## src/rtl/ddr3_bist_pkg.sv

```systemverilog
// Shared types and constants for the DDR3 self-test traffic engine.
package ddr3_bist_pkg;

  typedef enum logic [2:0] {
    ST_IDLE,
    ST_WAIT_INIT,
    ST_WRITE,
    ST_READ,
    ST_PASS,
    ST_FAIL
  } state_t;

  // Right-shifting Fibonacci form of x^16+x^14+x^13+x^11+1:
  // feedback is the XOR of bits 0, 2, 3 and 5, entering at bit 15.
  localparam logic [15:0] LFSR_TAPS    = 16'h002D;
  localparam logic [15:0] DEFAULT_SEED = 16'hACE1;

  // An all-zero seed would lock the LFSR, so it is replaced.
  function automatic logic [15:0] fix_seed(input logic [15:0] s);
    return (s == 16'h0000) ? DEFAULT_SEED : s;
  endfunction

endpackage

```

## src/rtl/ddr3_bist_lfsr16.sv

```systemverilog
// 16-bit Fibonacci LFSR pattern generator; load has priority over step.
module ddr3_bist_lfsr16
  import ddr3_bist_pkg::*;
(
  input  logic        clk,
  input  logic        resetn,
  input  logic        load,
  input  logic [15:0] seed,
  input  logic        step,
  output logic [15:0] value
);

  // Shift register: reload at run/phase start, advance once per accepted beat.
  always_ff @(posedge clk or negedge resetn) begin
    if (!resetn) begin
      value <= DEFAULT_SEED;
    end else if (load) begin
      value <= seed;
    end else if (step) begin
      value <= {^(value & LFSR_TAPS), value[15:1]};
    end
  end

endmodule

```

## src/rtl/ddr3_bist.sv

```systemverilog
// DDR3 self-test engine: writes a pattern block, reads it back, reports
// pass/fail and the first mismatching address/data.
//
// state     | meaning
// ----------+------------------------------------------------------
// IDLE      | after reset, waiting for start
// WAIT_INIT | run latched, waiting for controller init complete
// WRITE     | offering write beats base+idx, payload pattern(idx)
// READ      | accepting read beats and comparing against pattern(idx)
// PASS      | whole block matched (or empty run); holds until start
// FAIL      | first mismatch captured in err_*; holds until start
module ddr3_bist
  import ddr3_bist_pkg::*;
#(
  parameter int ADDR_W = 27,
  parameter int DATA_W = 16,
  parameter int LEN_W  = 16
) (
  input  logic              clk,
  input  logic              resetn,
  input  logic              start,
  input  logic              mode,
  input  logic [15:0]       seed,
  input  logic [ADDR_W-1:0] base,
  input  logic [LEN_W-1:0]  len,
  output logic              busy,
  output logic              done,
  output logic              pass,
  output logic              fail,
  output logic [ADDR_W-1:0] err_addr,
  output logic [DATA_W-1:0] err_data,
  output logic [DATA_W-1:0] err_exp,
  input  logic              mem_initFin,
  output logic [ADDR_W-1:0] mem_address,
  output logic [1:0]        mem_sel,
  output logic              mem_dataWr_valid,
  input  logic              mem_dataWr_ready,
  output logic [DATA_W-1:0] mem_dataWr_payload,
  output logic              mem_dataRd_ready,
  input  logic              mem_dataRd_valid,
  input  logic [DATA_W-1:0] mem_dataRd_payload
);

  state_t            state;
  logic              mode_q;
  logic [15:0]       seed_q;
  logic [ADDR_W-1:0] base_q;
  logic [LEN_W-1:0]  len_q;
  logic [LEN_W-1:0]  idx;

  logic              start_ok;
  logic              wr_fire;
  logic              rd_fire;
  logic              last_beat;
  logic              match;
  logic              lfsr_load;
  logic              lfsr_step;
  logic [15:0]       lfsr_seed;
  logic [15:0]       lfsr_value;
  logic [DATA_W-1:0] pattern;

  // Handshake and pattern decode; only registered values reach mem_* outputs.
  always_comb begin
    start_ok  = start & ((state == ST_IDLE) | (state == ST_PASS) | (state == ST_FAIL));
    wr_fire   = mem_dataWr_valid & mem_dataWr_ready;
    rd_fire   = mem_dataRd_ready & mem_dataRd_valid;
    last_beat = (idx == (len_q - LEN_W'(1)));
    pattern   = mode_q ? DATA_W'(lfsr_value) : DATA_W'(idx[15:0]);
    match     = (mem_dataRd_payload == pattern);
    lfsr_load = start_ok | (wr_fire & last_beat);
    lfsr_seed = start_ok ? fix_seed(seed) : seed_q;
    lfsr_step = (wr_fire & ~last_beat) | (rd_fire & match & ~last_beat);
  end

  assign mem_address        = base_q + ADDR_W'(idx);
  assign mem_dataWr_payload = pattern;
  assign mem_sel            = 2'b11;

  ddr3_bist_lfsr16 u_lfsr (
    .clk    (clk),
    .resetn (resetn),
    .load   (lfsr_load),
    .seed   (lfsr_seed),
    .step   (lfsr_step),
    .value  (lfsr_value)
  );

  // Sequencer with registered status and handshake outputs.
  always_ff @(posedge clk or negedge resetn) begin
    if (!resetn) begin
      state            <= ST_IDLE;
      mode_q           <= 1'b0;
      seed_q           <= DEFAULT_SEED;
      base_q           <= '0;
      len_q            <= '0;
      idx              <= '0;
      busy             <= 1'b0;
      done             <= 1'b0;
      pass             <= 1'b0;
      fail             <= 1'b0;
      err_addr         <= '0;
      err_data         <= '0;
      err_exp          <= '0;
      mem_dataWr_valid <= 1'b0;
      mem_dataRd_ready <= 1'b0;
    end else begin
      case (state)
        ST_IDLE, ST_PASS, ST_FAIL: begin
          if (start) begin
            mode_q   <= mode;
            seed_q   <= fix_seed(seed);
            base_q   <= base;
            len_q    <= len;
            idx      <= '0;
            err_addr <= '0;
            err_data <= '0;
            err_exp  <= '0;
            busy     <= 1'b1;
            done     <= 1'b0;
            pass     <= 1'b0;
            fail     <= 1'b0;
            state    <= ST_WAIT_INIT;
          end
        end
        ST_WAIT_INIT: begin
          if (mem_initFin) begin
            if (len_q == '0) begin
              busy  <= 1'b0;
              done  <= 1'b1;
              pass  <= 1'b1;
              state <= ST_PASS;
            end else begin
              mem_dataWr_valid <= 1'b1;
              state            <= ST_WRITE;
            end
          end
        end
        ST_WRITE: begin
          if (wr_fire) begin
            if (last_beat) begin
              idx              <= '0;
              mem_dataWr_valid <= 1'b0;
              mem_dataRd_ready <= 1'b1;
              state            <= ST_READ;
            end else begin
              idx <= idx + LEN_W'(1);
            end
          end
        end
        ST_READ: begin
          if (rd_fire) begin
            if (!match) begin
              err_addr         <= mem_address;
              err_data         <= mem_dataRd_payload;
              err_exp          <= pattern;
              mem_dataRd_ready <= 1'b0;
              busy             <= 1'b0;
              done             <= 1'b1;
              fail             <= 1'b1;
              state            <= ST_FAIL;
            end else if (last_beat) begin
              mem_dataRd_ready <= 1'b0;
              busy             <= 1'b0;
              done             <= 1'b1;
              pass             <= 1'b1;
              state            <= ST_PASS;
            end else begin
              idx <= idx + LEN_W'(1);
            end
          end
        end
        default: state <= ST_IDLE;
      endcase
    end
  end

endmodule

```

## config.mk

```make
export PLATFORM = sky130hd
export DESIGN_NAME = ddr3_bist
export DESIGN_NICKNAME = d
export VERILOG_FILES = /design/src/rtl/ddr3_bist_pkg.sv /design/src/rtl/ddr3_bist_lfsr16.sv /design/src/rtl/ddr3_bist.sv
export SDC_FILE = /design/constraint.sdc
export NUM_CORES = 1
export LEC_CHECK = 0
export ABC_AREA = 1
export CORE_UTILIZATION = 45
export CTS_BUF_LIST = sky130_fd_sc_hd__clkbuf_16
export CTS_CLUSTER_SIZE = 24
export DETAILED_ROUTE_END_ITERATION = 7
export DONT_BUFFER_PORTS = 1
export MAX_ROUTING_LAYER = met4
export PLACE_DENSITY = 0.62
export SLEW_MARGIN = 20
export SYNTH_ARGS = -nofsm -noshare
export SYNTH_HDL_FRONTEND = slang
export SYNTH_HIERARCHICAL = 1
export SYNTH_SLANG_ARGS = --single-unit
```

## constraint.sdc

```tcl
create_clock -name clk -period 3.6 [get_ports clk]
set_input_delay 1.08 -clock clk [delete_from_list [all_inputs] [get_ports clk]]
set_output_delay 1.08 -clock clk [all_outputs]
set_load 0.005 [all_outputs]
```

==> reports/results.txt, run 1 <==
CTS tree - yes
worst setup path endpoint - mem_address[21]
DIE HEIGHT - 145 µm
Top logic family - simple AND/OR/NAND/NOR gates
Top Ports - 192
Reg-to-Reg End - u_lfsr/value[2]$_DFFE_PN0P_
xor/xnor share - 0.0645
flop2flop setup slack - 0.50 ns
WS Path Type - reg -> out
tool warnings - 29
chip area - 21100 µm²
status - complete, no violations
Clock buf/inv share - 0.0579
layout cells sized above 1 - 0.120
Rows - 52
maximum buffer depth of the clock tree - 2
worst min-delay path class - in -> async
Setup Buffers After CTS - 0
Well Taps - 270
Yosys chip area - 9230 µm²
DP Area - 9490 µm²
synthesized area per cell - 7.58 µm²
Final WS setup - 0.101 ns
largest net degree at the start of global routing - 161
routed vias - 7955
WP data required - 2.52 ns
Max Cap Viol - 0
synth warn - 6
first-pass GRT wire length - 42300 µm
met2 Use GR - 0.402
wire length on met2 - 12100 µm
DP Worst Slack - 0.198 ns
DR vias/cell - 5.28
gr busiest metal - met2
grt total ovfl - 0
## run 1: worst max-delay path, cell delays in order, from the launching register on
cell,delay [ns]
dfrtp_1,0.41
ha_2,0.35
a21oi_4,0.17
o21ai_0,0.10
a21oi_1,0.20
o21ai_2,0.10
a21oi_2,0.20
nor2_1,0.08
nand2_1,0.06
inv_1,0.04
or2_2,0.28
## run 1: where the power goes
group / internal, mW / switching (mW)
combinational: 1.19 / 2.41
sequential: 2.56 / 0.631
clock: 1.05 / 0.816
## run 1: flip-flops by register name (all words and copies together), names as in the netlist
name and count:
base_q 27, err_addr 27, mem_dataRd_ready 1, len_q 16
err_data 16, idx 16, fail 1, busy 1
u_lfsr/value 16, state 3, mem_dataWr_valid 1, err_exp 16
mode_q 1, pass 1, seed_q 16, done 1
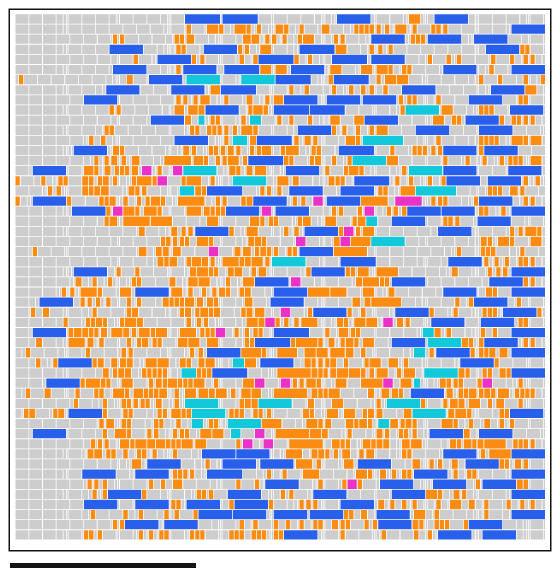
run_1/cell_classes.png
The bar under the picture is 50 µm long. Fill, decap, tap and diode cells in grey.
| colour | class | cells | share of their area |
|---|---|---|---|
| blue | flops | 160 | 40% |
| orange | all other logic | 1019 | 52% |
| cyan | clock drivers and dummy loads | 32 | 6.0% |
| magenta | other buffers and delay cells | 25 | 2.0% |

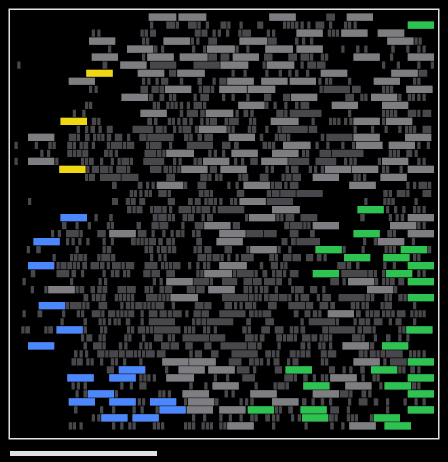
run_1/registers.png
The bar under the picture is 50 µm long. Other sequential cells in the stronger grey, the rest of the logic in the fainter grey.
| colour | netlist name | placed flops |
|---|---|---|
| yellow | state | 3 |
| green | err_addr | 27 |
| blue | len_q | 16 |
not coloured: 114
sequential cell area share: 0.390
seq pwr: 3.19 mW
Util after Layout: 0.512
register area: 4030 µm²

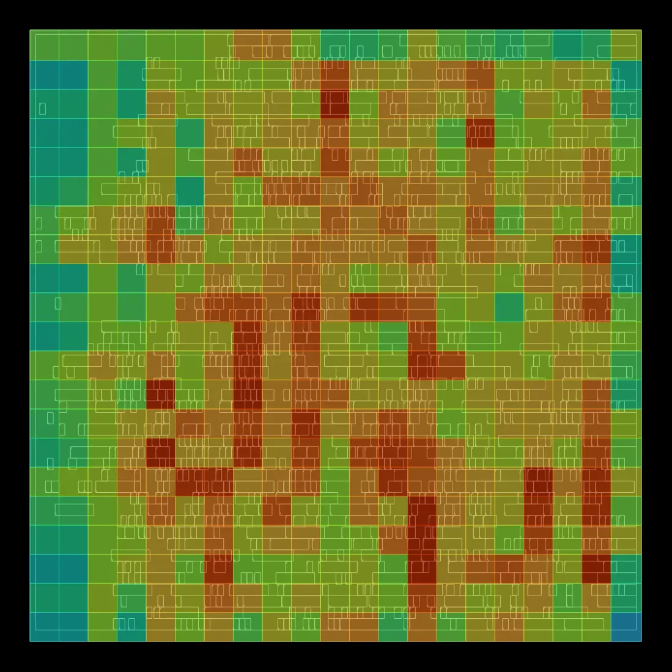
run_1/final_congestion.png
Routed WL per cell: 17.5 µm
GRT Util Overall: 0.264
met1 usage: 0.350

--- run 2 (diff from run 1) ---
Settings changed: RECOVER_POWER from default to 100.
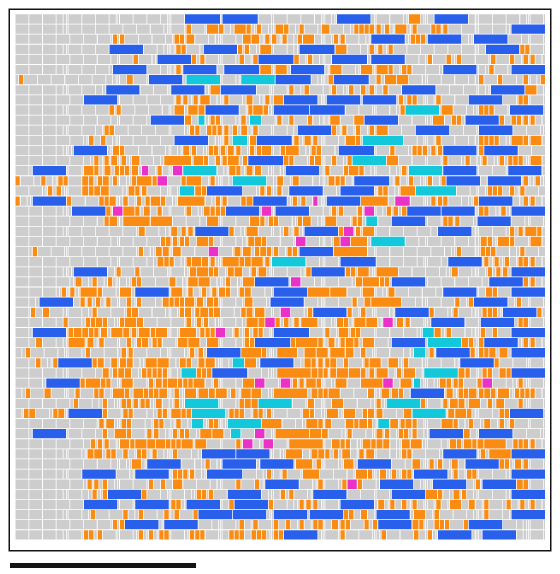
run_2/cell_classes.png
The bar under the picture is 50 µm long. Fill, decap, tap and diode cells in grey.
| colour | class | cells | share of their area |
|---|---|---|---|
| blue | flops | 160 | 41% |
| orange | all other logic | 1019 | 52% |
| cyan | clock drivers and dummy loads | 32 | 6.0% |
| magenta | other buffers and delay cells | 25 | 1.9% |

==> reports/results.txt, run 2 <==
violations in the final reports - capacitance limit, slew limit
DP Worst Slack - 0.198 ns (unchanged)
DR vias/cell - 5.29 (was 5.28)
WS Path Type - reg -> out (unchanged)
P_int - 4.77 mW (was 4.79 mW)
maximum buffer depth of the clock tree - 2 (unchanged)
WP data required - 2.52 ns (about the same)
Util after Layout - 0.509 (was 0.512)
CP peak stage delay - 0.40 ns (was 0.41 ns)
chip area - 21100 µm² (unchanged)
GRT Util Overall - 0.264 (unchanged)
crit-path leading delay family - AND-OR/OR-AND gates (unchanged)
synthesized area per cell - 7.58 µm² (unchanged)
sw frac - 0.446 (about the same)
CTS tree - yes (unchanged)
Top Ports - 192 (unchanged)
worst min-delay path class - in -> async (unchanged)
Cell Chain, Critical Path - ha_2, a21oi_4, o21ai_0, a21oi_1, o21ai_2, a21oi_2, nor2_1, nand2_1, inv_1, or2_2 (unchanged)
switching power - 3.84 mW (was 3.86 mW)
grt total ovfl - 0 (unchanged)
largest net degree at the start of global routing - 161 (unchanged)
Max Cap Viol - 1 (was 0)
synth warn - 6 (unchanged)
WP buf/inv - 1 (unchanged)
Crit-path slowest cell - dfrtp_1 (unchanged)
Slew Viols, Final - 77 (was 0)
DIE HEIGHT - 145 µm (unchanged)
seq pwr - 3.19 mW (about the same)
DP Area - 9490 µm² (unchanged)
Clock power frac - 0.217 (was 0.215)
status - complete, but fails checks (was complete, no violations)
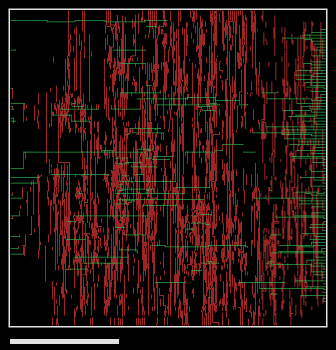
run_2/metal_stack.png
The bar under the picture is 50 µm long. Two of the layers only.
| colour | layer | wire length |
|---|---|---|
| red | met2 | 12100 µm |
| green | met3 | 1910 µm |
routed vias: 7968
drt total wl: 26500 µm
Routed WL per cell: 17.6 µm

-- run 2: layer usage --
metal,part of all wire,vias to the layer above,track usage
met5,0,-,-
met4,0.019,0,0.0737
met3,0.072,35,0.0667
met2,0.46,280,0.402
met1,0.45,3795,0.350
li1,-,3858,-
-- run 2: cell type report --
type / instances / area [µm²] / area share
multi-input cells: 929 / 4780 / 0.465
flip-flops and latches: 160 / 4030 / 0.392
clock buffers: 17 / 425 / 0.0414
inverters: 90 / 338 / 0.0329
well taps: 270 / 338 / 0.0329
repair buffers: 25 / 185 / 0.0180
clock inverters: 15 / 173 / 0.0168
-- run 2: repair_timing --
action	in CTS	in global routing
resized	14	32
setup buffers	0	6
pin swaps	1	5
endpoints found under the setup margin	11	13
--- run 3 (diff from run 2) ---
Settings changed: ABC_CLOCK_PERIOD_IN_PS from default to 3400.
Clock period 3.6 ns to 3.4 ns, I/O delays scaled along.
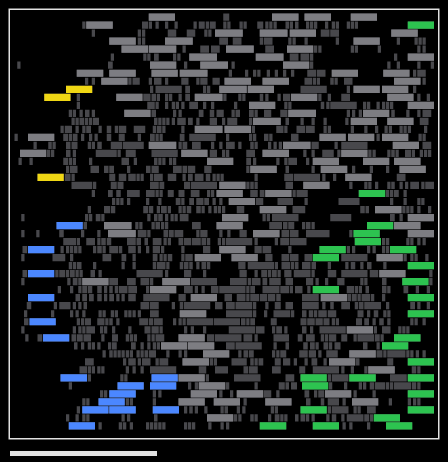
run_3/registers.png
The bar under the picture is 50 µm long. Other sequential cells in the stronger grey, the rest of the logic in the fainter grey.
| colour | netlist name | placed flops |
|---|---|---|
| green | err_addr | 27 |
| blue | len_q | 16 |
| yellow | state | 3 |
not coloured: 114

==> reports/results.txt, run 3 <==
status - complete, but fails checks (unchanged)
violations in the final reports - capacitance limit, slew limit, setup timing (was capacitance limit, slew limit)
seq pwr - 3.40 mW (was 3.19 mW)
WS Path Type - reg -> out (unchanged)
Max Cap Viol - 1 (unchanged)
Final Setup Violations - 5 (was 0)
maximum buffer depth of the clock tree - 2 (unchanged)
number of clock buffers in the layout - 17 (unchanged)
largest net degree at the start of global routing - 161 (unchanged)
CP peak stage delay - 0.41 ns (was 0.40 ns)
Slew Viols, Final - 77 (unchanged)
Final WS setup - -0.0471 ns (was 0.0913 ns)
FFs & Latches - 160 (unchanged)
Clock buf/inv share - 0.0497 (was 0.0582)
DP Area - 9560 µm² (was 9490 µm²)
xor/xnor share - 0.0645 (unchanged)
Max Used Layer - met4 (unchanged)
Well Taps - 270 (unchanged)
Leading cell kind - logic gates (unchanged)
worst setup path endpoint - mem_address[20] (was mem_address[21])
critical path's most frequent cell - nand2_2
Clock power frac - 0.191 (was 0.217)
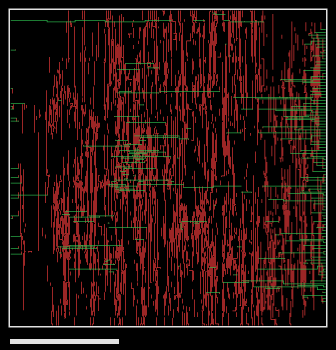
run_3/metal_stack.png
The bar under the picture is 50 µm long. Two of the layers only.
| colour | layer | wire length |
|---|---|---|
| green | met3 | 1800 µm |
| red | met2 | 12300 µm |
routed vias: 8008
drt total wl: 26600 µm
Routed WL per cell: 17.5 µm

[run 3: cell counts after synthesis]
No cell type changed its count.
[run 3: worst reg2reg max path, cell delays in order (launching register included)]
cell and delay [ns]:
dfrtp_1 0.56, o21ai_0 0.77, xor2_1 0.14, nor2_1 0.14, nand2_1 0.06, nor2_1 0.19
nand2_4 0.12, nor2_1 0.11, o21a_1 0.25, inv_2 0.07, nor2_4 0.29, inv_1 0.14
o21ai_0 0.18
[run 3: metal layers]
layer  GRT usage  up-vias
li1            -     3895
met1       0.347     3789
met2       0.401      277
met3      0.0516       47
met4      0.0937        0
met5           -        -
[run 3: logic make-up after synthesis]
kind of cell | Yosys count
other cells | 1
compound gates | 128
fa+ha+maj | 20
buf+inv | 130
xor+xnor | 68
flops | 160
simple gates | 711
Power is estimated from default activity; no workload was simulated.
